### config.mk
export PLATFORM = sky130hd
export DESIGN_NAME = mmc_crc16_lanes_flat
export DESIGN_NICKNAME = d
export VERILOG_FILES = /design/src/rtl/mmc_crc16_lanes_if.sv /design/src/rtl/mmc_crc16_lanes.sv /design/src/flat_wrapper.sv
export SDC_FILE = /design/constraint.sdc
export NUM_CORES = 1
export LEC_CHECK = 0
export CAP_MARGIN = 30
export CORE_ASPECT_RATIO = 1.1
export CORE_MARGIN = 4
export CORE_UTILIZATION = 40
export DETAILED_ROUTE_END_ITERATION = 7
export PLACE_DENSITY_LB_ADDON = 0.05
export REMOVE_ABC_BUFFERS = 1
export SLEW_MARGIN = 20
export SYNTH_ARGS = -nofsm -noshare
export SYNTH_HDL_FRONTEND = slang
export SYNTH_SLANG_ARGS = --single-unit
### constraint.sdc
create_clock -name clk_i -period 2.8 [get_ports clk_i]
set_clock_uncertainty 0.1 [all_clocks]
set_input_delay 0.7 -clock clk_i [delete_from_list [all_inputs] [get_ports clk_i]]
set_output_delay 0.7 -clock clk_i [all_outputs]
set_load 0.05 [all_outputs]
### src/rtl/mmc_crc16_lanes_if.sv
// mmc_crc16_lanes_if: block handshake and data bus of the multi-lane CRC16 engine.
//   master : controller / data-phase shifter side (drives start, mode, beats, abort)
//   slave  : CRC engine side (drives CRC bits, status, per-lane error flags)
// Signal names keep the engine's view: *_i flows into the engine, *_o flows out of it.
interface mmc_crc16_lanes_if #(
   parameter int unsigned LANES = 4,
   parameter int unsigned LEN_W = 12
) ();
   logic                   start_i;
   logic                   mode_i;
   logic                   wide_i;
   logic [LEN_W-1:0]       len_i;
   logic                   abort_i;
   logic                   bit_valid_i;
   logic [LANES-1:0]       bits_i;
   logic                   crc_req_o;
   logic [LANES-1:0]       crc_bits_o;
   logic                   busy_o;
   logic                   done_o;
   logic [LANES-1:0]       crc_err_o;
   logic [16*LANES-1:0]    crc_o;

   modport master (
      output start_i, mode_i, wide_i, len_i, abort_i, bit_valid_i, bits_i,
      input  crc_req_o, crc_bits_o, busy_o, done_o, crc_err_o, crc_o
   );

   modport slave (
      input  start_i, mode_i, wide_i, len_i, abort_i, bit_valid_i, bits_i,
      output crc_req_o, crc_bits_o, busy_o, done_o, crc_err_o, crc_o
   );
endinterface

### src/rtl/mmc_crc16_lanes.sv
// mmc_crc16_lanes: one CCITT CRC16 (x^16+x^12+x^5+1, init 0) per DAT lane, sequenced over
// a block. DATA accumulates len+1 beats, then CRC either shifts each lane's CRC out MSB-first
// (TX) or compares 16 received bits against it (RX), then DONE pulses for one cycle.
// Ports:
//   clk_i, rst_ni : clock, asynchronous active-low reset
//   bus_io        : mmc_crc16_lanes_if.slave (start/mode/wide/len/abort, beats, CRC, status)
//   err_cnt_o     : saturating count of failed RX blocks, present only when
//                   MMC_CRC16_ERRCNT_EN is defined
module mmc_crc16_lanes #(
   parameter int unsigned LANES = 4,
   parameter int unsigned LEN_W = 12
) (
   input  logic                clk_i,
   input  logic                rst_ni,
`ifdef MMC_CRC16_ERRCNT_EN
   output logic [7:0]          err_cnt_o,
`endif
   mmc_crc16_lanes_if.slave    bus_io
);

   typedef enum logic [1:0] {StIdle, StData, StCrc, StDone} state_e;

   state_e                  state_q, state_d;
   logic                    mode_q, mode_d;
   logic                    wide_q, wide_d;
   logic [LEN_W-1:0]        len_q, len_d;
   logic [LEN_W-1:0]        cnt_q, cnt_d;
   logic [3:0]              crc_cnt_q, crc_cnt_d;
   logic [LANES-1:0][15:0]  crc_q, crc_d;
   logic [LANES-1:0]        err_q, err_d;
   logic [LANES-1:0]        lane_en;

   function automatic logic [15:0] crc_step(input logic [15:0] c, input logic b);
      logic fb;
      fb = b ^ c[15];
      return {c[14:0], 1'b0} ^ (fb ? 16'h1021 : 16'h0000);
   endfunction

   // Lane 0 is always active; with LANES=1 there is no other lane, so wide is moot.
   always_comb begin
      lane_en = '0;
      for (int n = 0; n < LANES; n++) begin
         lane_en[n] = (n == 0) || wide_q;
      end
   end

   always_comb begin
      state_d   = state_q;
      mode_d    = mode_q;
      wide_d    = wide_q;
      len_d     = len_q;
      cnt_d     = cnt_q;
      crc_cnt_d = crc_cnt_q;
      crc_d     = crc_q;
      err_d     = err_q;
      if (bus_io.abort_i) begin
         state_d   = StIdle;
         cnt_d     = '0;
         crc_cnt_d = '0;
         crc_d     = '0;
         err_d     = '0;
      end else begin
         case (state_q)
            StIdle: begin
               if (bus_io.start_i) begin
                  mode_d    = bus_io.mode_i;
                  wide_d    = bus_io.wide_i;
                  len_d     = bus_io.len_i;
                  cnt_d     = '0;
                  crc_cnt_d = '0;
                  crc_d     = '0;
                  err_d     = '0;
                  state_d   = StData;
               end
            end
            StData: begin
               if (bus_io.bit_valid_i) begin
                  for (int n = 0; n < LANES; n++) begin
                     if (lane_en[n]) crc_d[n] = crc_step(crc_q[n], bus_io.bits_i[n]);
                  end
                  // Terminal compare before incrementing, so len = all-ones never wraps.
                  if (cnt_q == len_q) begin
                     cnt_d   = '0;
                     state_d = StCrc;
                  end else begin
                     cnt_d = cnt_q + 1'b1;
                  end
               end
            end
            StCrc: begin
               if (bus_io.bit_valid_i) begin
                  for (int n = 0; n < LANES; n++) begin
                     if (lane_en[n]) begin
                        if (!mode_q && (bus_io.bits_i[n] != crc_q[n][15])) err_d[n] = 1'b1;
                        crc_d[n] = {crc_q[n][14:0], 1'b0};
                     end
                  end
                  if (crc_cnt_q == 4'd15) begin
                     crc_cnt_d = '0;
                     state_d   = StDone;
                  end else begin
                     crc_cnt_d = crc_cnt_q + 4'd1;
                  end
               end
            end
            StDone:  state_d = StIdle;
            default: state_d = StIdle;
         endcase
      end
   end

   always_ff @(posedge clk_i or negedge rst_ni) begin
      if (!rst_ni) begin
         state_q   <= StIdle;
         mode_q    <= 1'b0;
         wide_q    <= 1'b0;
         len_q     <= '0;
         cnt_q     <= '0;
         crc_cnt_q <= '0;
         crc_q     <= '0;
         err_q     <= '0;
      end else begin
         state_q   <= state_d;
         mode_q    <= mode_d;
         wide_q    <= wide_d;
         len_q     <= len_d;
         cnt_q     <= cnt_d;
         crc_cnt_q <= crc_cnt_d;
         crc_q     <= crc_d;
         err_q     <= err_d;
      end
   end

   always_comb begin
      bus_io.crc_bits_o = '0;
      for (int n = 0; n < LANES; n++) begin
         bus_io.crc_bits_o[n] = crc_q[n][15];
      end
   end

   assign bus_io.crc_o     = crc_q;
   assign bus_io.crc_err_o = err_q;
   assign bus_io.busy_o    = (state_q != StIdle);
   assign bus_io.done_o    = (state_q == StDone);
   assign bus_io.crc_req_o = (state_q == StCrc) && mode_q;

`ifdef MMC_CRC16_ERRCNT_EN
   logic [7:0] err_cnt_q, err_cnt_d;

   always_comb begin
      err_cnt_d = err_cnt_q;
      if ((state_q == StDone) && !mode_q && (|err_q) && (err_cnt_q != 8'hFF)) begin
         err_cnt_d = err_cnt_q + 8'd1;
      end
   end

   always_ff @(posedge clk_i or negedge rst_ni) begin
      if (!rst_ni) err_cnt_q <= 8'd0;
      else         err_cnt_q <= err_cnt_d;
   end

   assign err_cnt_o = err_cnt_q;
`endif

endmodule

### src/flat_wrapper.sv
// flat-port wrapper written by rule: the top's interface ports become plain ports
module mmc_crc16_lanes_flat 
#(
   parameter int unsigned LANES = 4,
   parameter int unsigned LEN_W = 12
)
  (clk_i, rst_ni, bus_io_start_i, bus_io_mode_i, bus_io_wide_i, bus_io_len_i, bus_io_abort_i, bus_io_bit_valid_i, bus_io_bits_i, bus_io_crc_req_o, bus_io_crc_bits_o, bus_io_busy_o, bus_io_done_o, bus_io_crc_err_o, bus_io_crc_o);
  mmc_crc16_lanes_if #(.LANES(LANES), .LEN_W(LEN_W)) bus_io_i ();
  input  logic clk_i;
  input  logic rst_ni;
  input wire logic [$bits(bus_io_i.start_i)-1:0] bus_io_start_i;
  input wire logic [$bits(bus_io_i.mode_i)-1:0] bus_io_mode_i;
  input wire logic [$bits(bus_io_i.wide_i)-1:0] bus_io_wide_i;
  input wire logic [$bits(bus_io_i.len_i)-1:0] bus_io_len_i;
  input wire logic [$bits(bus_io_i.abort_i)-1:0] bus_io_abort_i;
  input wire logic [$bits(bus_io_i.bit_valid_i)-1:0] bus_io_bit_valid_i;
  input wire logic [$bits(bus_io_i.bits_i)-1:0] bus_io_bits_i;
  output wire logic [$bits(bus_io_i.crc_req_o)-1:0] bus_io_crc_req_o;
  output wire logic [$bits(bus_io_i.crc_bits_o)-1:0] bus_io_crc_bits_o;
  output wire logic [$bits(bus_io_i.busy_o)-1:0] bus_io_busy_o;
  output wire logic [$bits(bus_io_i.done_o)-1:0] bus_io_done_o;
  output wire logic [$bits(bus_io_i.crc_err_o)-1:0] bus_io_crc_err_o;
  output wire logic [$bits(bus_io_i.crc_o)-1:0] bus_io_crc_o;
  assign bus_io_i.start_i = bus_io_start_i;
  assign bus_io_i.mode_i = bus_io_mode_i;
  assign bus_io_i.wide_i = bus_io_wide_i;
  assign bus_io_i.len_i = bus_io_len_i;
  assign bus_io_i.abort_i = bus_io_abort_i;
  assign bus_io_i.bit_valid_i = bus_io_bit_valid_i;
  assign bus_io_i.bits_i = bus_io_bits_i;
  assign bus_io_crc_req_o = bus_io_i.crc_req_o;
  assign bus_io_crc_bits_o = bus_io_i.crc_bits_o;
  assign bus_io_busy_o = bus_io_i.busy_o;
  assign bus_io_done_o = bus_io_i.done_o;
  assign bus_io_crc_err_o = bus_io_i.crc_err_o;
  assign bus_io_crc_o = bus_io_i.crc_o;
  mmc_crc16_lanes #(.LANES(LANES), .LEN_W(LEN_W)) u_core (.clk_i(clk_i), .rst_ni(rst_ni), .bus_io(bus_io_i));
endmodule
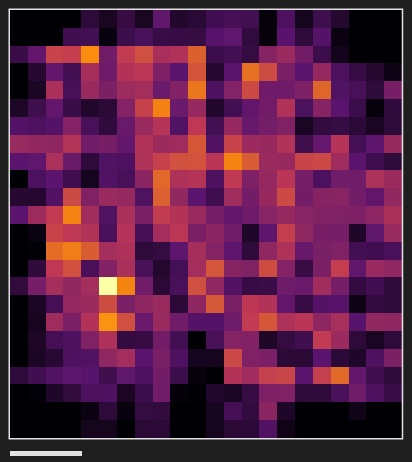
Fig. 1. Wiring heat map.
Bar = 20 um. 22 x 24 tiles, from black (low) to pale yellow (high), scaled to the fullest tile. Values are wire area over tile area, all layers added.
fullest tile: 0.46
mean over tiles: 0.12
nearly empty tiles: 11%
tiles over half the peak: 11%
Tot GR Track Use: 16.2%
via count: 3,273

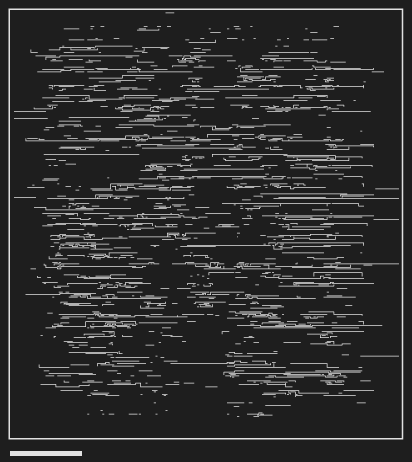
Fig. 2. Metal 1.
Bar = 20 um.
longest straight run: 34.5 um
share of all routed wire: 45%
wire length on this layer: 4,510 um
main direction: horizontal

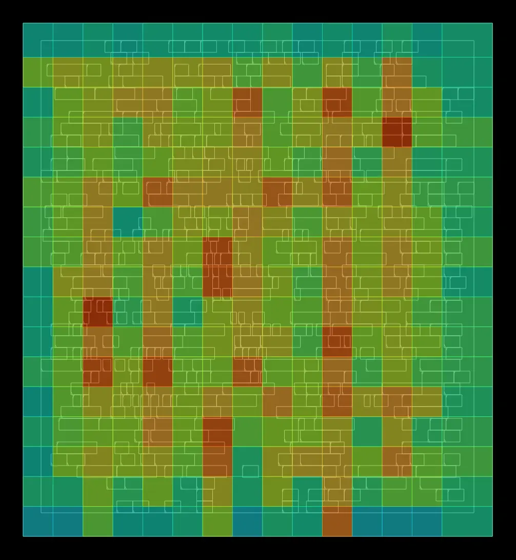
Fig. 3. Congestion heat map.
met3 Usage GRT: 3.82%
wire length per cell: 16.0 um
met1 Resource Use GR: 22.2%
Final Util: 53.9%

==> summary.txt <==
impl run done, here's what came out: AND-OR/OR-AND Cells, Area Fraction=19.1%, xor/xnor share=4.75%, n_diodes=0, crit path launch=u_core.state_q[1], dominant register cell=dfrtp_1, leading area contributor after synthesis=dfrtp_1, hpwl dp=6960 um, number of enable flip-flop cells=0, hold slack=0.224 ns, yosys stat chip area=0.00442 mm2, First DRT Iteration DRCs=161, Core Rows=40, kind of critical path=register to output port, core area=0.0109 mm2, Post-Syn Area per Cell=11.8 um2, Die Ht=118 um, Post-CTS Hold Fix Bufs=0, VDD IR-drop max=435 uV, CP arrival=1.74 ns, reg-to-reg endpoint=u_core.bus_io.crc_o[18], power per cell area=731 mW/mm2, distinct cell type count after synthesis=38, final slew viol count=0, Post-Route WL=9950 um, worst r2r src=u_core.state_q[0], setup repair bufs after CTS=0, number of cells in Yosys stat=375, final std cells w/o fill=623, Die Width=108 um, shortest period the worst path allows=2.54 ns, final setup vio count=0, ys flops=100, floorplan core density=40.7%, Synth top cell by count=dfrtp_1, Worst Setup Start Kind=register, worst endpoint required time=2.00 ns, Max-slew headroom=63.9%, Top cells by area=dfrtp_1 57%, a22o_1 12%, xnor2_1 4.8%, Synth top cells by count=100 x dfrtp_1, 59 x a22o_1, 29 x nand2_1, 24 x xnor2_1, 18 x o21ai_0, Synth Instances=375, initial antenna violation count=0, vias in the first global route=3,220, CTS sink count=100, First-pass DRT Iterations=4, Final Hold Fails=0, Slew @ Worst Pin=0.540 ns, Critical-path top delay cell=clkdlybuf4s50_1, FF-to-FF setup slack=0.64 ns, post-layout period usage=90.7%, critical path cell sequence=ha_1 -> clkdlybuf4s50_1, OpenROAD warnings=28, Max H-tree Level=3, clock slew at reported path FFs=0.07 ns, CTS tree=built, I/O pins=98, Worst Setup EP=bus_io_done_o, pin count of the biggest net entering global routing=63, placed insts=607, Area leader share=56.6%, Tot Pwr=4.28 mW, status=finished clean, DRC viols=0
## state kept, by name, indices dropped and copies added, names as in the netlist
register and cells:
u_core.crc_cnt_q 4, u_core.state_q 2, u_core.len_q 12, u_core.wide_q 1
u_core.mode_q 1, u_core.cnt_q 12, u_core.bus_io.crc_err_o 4, u_core.bus_io.crc_bits_o 4
u_core.bus_io.crc_o 60
## per-stage QoR
| stage | worst slack, ns | setup TNS [ns] |
|---|---|---|
| finish | 0.260 | 0 |
| global route | 0.154 | 0 |
| CTS | 0.205 | 0 |
| detailed placement | 0.182 | 0 |
| global placement | 0.201 | 0 |
| floorplan | -0.491 | -22.90 |
## placed cells by master, fill, tap and decap left out, types with 8 or more instances in the layout
cell,n
a22oi_1,8
clkdlybuf4s50_1,94
o31ai_1,14
nor2_1,15
o21ai_0,18
buf_4,12
nor3_1,9
mux2_2,17
dfrtp_1,100
a22o_1,59
xnor2_1,24
clkbuf_16,9
nand2_1,29
## logic make-up after synthesis
group,count (synthesis)
xor gates and xnor gates,24
DFF,100
and+or+nand+nor,86
AOI/OAI and AO/OA,110
muxes,18
buffers and inverters,31
adders and majority gates,6
## routing by layer
layer | part of all wire, % | track usage (%) | vias up
met4 | 1.2 | 4.10 | 0
met3 | 5.1 | 3.82 | 8
met5 | 0 | 0 | -
li1 | - | - | 1551
met2 | 48 | 26.1 | 69
met1 | 45 | 22.2 | 1645
## critical path: cells and delay by family, from the launching register on
kind / cells / cell delay (ns)
buf+inv: 1 / 0.81
flops: 1 / 0.40
fa+ha+maj: 1 / 0.19
## worst min-delay path by stage
stage	endpoint	cells after the start
after floorplan	u_core.bus_io.crc_bits_o[0]	0
after global placement	u_core.crc_cnt_q[3]	1
after detailed placement	u_core.crc_cnt_q[3]	1
after CTS	u_core.bus_io.crc_o[26]	1
after global routing	u_core.bus_io.crc_o[26]	1
final	u_core.bus_io.crc_o[26]	1
## power by group
| part | leakage [nW] | switching [mW] | total [mW] | internal (mW) |
|---|---|---|---|---|
| Combinational | 0.995 | 0.819 | 1.34 | 0.520 |
| Sequential | 1.36 | 0.131 | 1.73 | 1.60 |
| Clock | 0.142 | 0.571 | 1.21 | 0.644 |
| Total | 2.50 | 1.52 | 4.28 | 2.76 |
## final cells by class
| class | count | area (um2) |
|---|---|---|
| inverters | 6 | 22.5 |
| clock buffers | 10 | 239 |
| fillers | 978 | 5000 |
| clock inverters | 6 | 53.8 |
| repair buffers | 110 | 1100 |
| flip-flops and latches | 100 | 2500 |
| multi-input cells | 244 | 1750 |
| well taps | 147 | 184 |
No activity file was given, so power comes from the tool's default toggle rates.
